Design multicycle_ctrl, sky130hd; sources not shown.
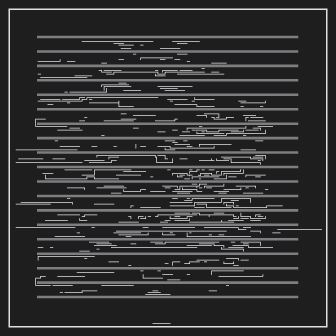
m1.png
Supply wires on this layer in grey.
main direction: horizontal
longest straight run: 20.7 um
share of all routed wire: 38%
wire length on this layer: 1040 um
nets with wire on the layer: 142
met1 Use GR: 17.9%
drt total wl: 2.75 mm
via count: 917

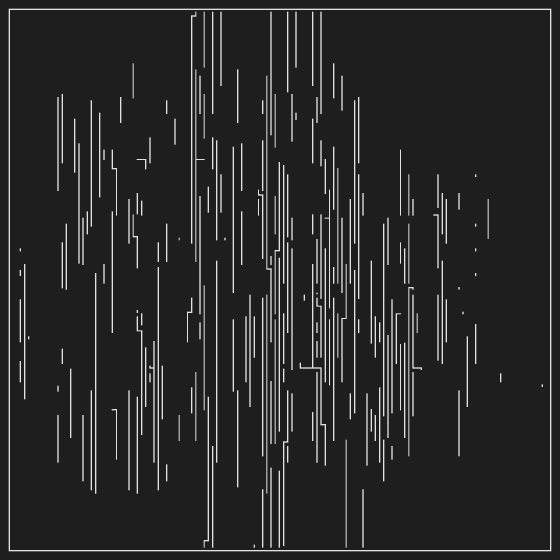
m2.png
wire length on this layer: 1410 um
nets with wire on the layer: 149
share of all routed wire: 51%
main direction: vertical
longest straight run: 25.0 um
met2 usage: 30.1%

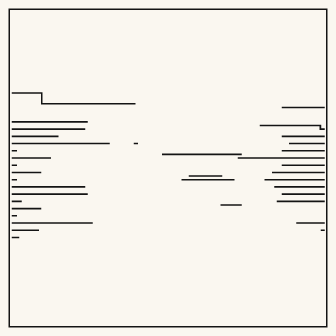
m3.png
wire length on this layer: 302 um
longest straight run: 18.2 um
share of all routed wire: 11%
routing usage on met3: 6.32%

==> run notes <==
flow finished, numbers: status completed, minimum clock period 2.12 ns, yosys warns 0, initial antenna violation count 0, DR iter-0 viols 22, most instantiated logic cells after routing clkdlybuf4s50_1, mux2_2, dfrtp_1, buf_4, register share after synthesis 48.8%, proportion of layout cells with a drive suffix above 1 30.4%, Cells after Synth 92, CP Data Arrival Time 1.90 ns, first-pass GRT wire length 4.42 mm, Cell Area, Synth 1080 um2, r2r setup slk 0.61 ns, CTS H-tree depth 1, final core utilization 70.5%, cell count after placement 171, peak supply drop 0.000912 V, Largest register FFs 16, CP Max Fanout 6, EDFF count, synth 0, Primary FF master, synth dfrtp_1, row count 18, Setup Skew 0.00108 ns, number of port buffers 48, Worst-Margin Slew 0.268 ns, cycle use final 96.4%, final instance area 1700 um2, Worst slew margin 81.9%, Pins Over Slew Limit 0, Nets 170, routed length per instance 15.5 um, Yosys Instances 92, final hold vios 0, TritonCTS Buffers 3, Overflow after GRT 0, Total Routing Usage GR 16.8%, Hold Slack 0.429 ns, CP Capture Type output pin, Syn-to-layout area delta 57.7%, CTS Buffer Depth 2, Seq cells post-synth 21, fill count 177, Via density 5.15
-- kinds of logic after synthesis --
kind of cell    synth area share [%]
xor+xnor                       0.813
flops                           48.8
compound gates                  8.59
simple gates                    18.3
mux                             18.7
buf+inv                         4.76
-- cells in the mapped netlist, types with 2 or more instances --
| cell type | count | area share [%] |
|---|---|---|
| dfrtp_1 | 21 | 49 |
| mux2_2 | 17 | 18 |
| nor2_1 | 6 | 2.1 |
| nor4_1 | 5 | 2.9 |
| nand2_1 | 4 | 1.4 |
| o21ai_0 | 4 | 1.9 |
| buf_2 | 3 | 1.4 |
| nor3_1 | 3 | 1.4 |
| o21a_1 | 3 | 2.1 |
| buf_6 | 2 | 2.1 |
| inv_1 | 2 | 0.70 |
| nand2b_1 | 2 | 1.2 |
| nand3b_1 | 2 | 1.4 |
| or2b_1 | 2 | 1.4 |
-- critical path, stage by stage, from the launching register on --
cell and delay [ns]:
dfrtp_2 0.47, buf_4 0.17, nor2b_2 0.14, nand2_1 0.11, nor4_1 0.17, clkdlybuf4s50_1 0.54
-- final cells by class --
cell class	count	area [um2]	share of cell area (%)
repair buffers	57	556	32.7
multi-input cells	63	534	31.4
flip-flops and latches	21	532	31.3
well taps	30	37.5	2.21
clock buffers	4	26.3	1.55
inverters	3	13.8	0.810
-- power breakdown --
part           switching [uW]  internal, uW  total (uW)  leakage [uW]
logic                     485           795        1280      0.000471
registers                 194           582         775      0.000246
clock network             113          70.5         184     0.0000150
-- repair_timing --
item | 4_1_cts | 5_1_grt
hold buffers | 0 | 0
buffers inserted | 1 | 2
pin swaps | 0 | 0
gates resized | 7 | 7
setup endpoints to repair | 4 | 5
-- routing by layer --
metal	vias to the layer above	wire [um]	GRT usage (%)	part of all wire, %
met5	-	0	0	0
met2	40	1410	30.1	51
met3	2	302	6.32	11
li1	448	-	-	-
met4	0	7	5.50	0.25
met1	427	1040	17.9	38
-- stage by stage --
stage                      TNS, ns  setup WS [ns]
after floorplan                  0          0.714
after global placement           0          0.168
after detailed placement         0          0.124
after CTS                        0        0.00582
after global routing      -0.00678       -0.00538
final                            0         0.0801
No activity file was given, so power comes from the tool's default toggle rates.
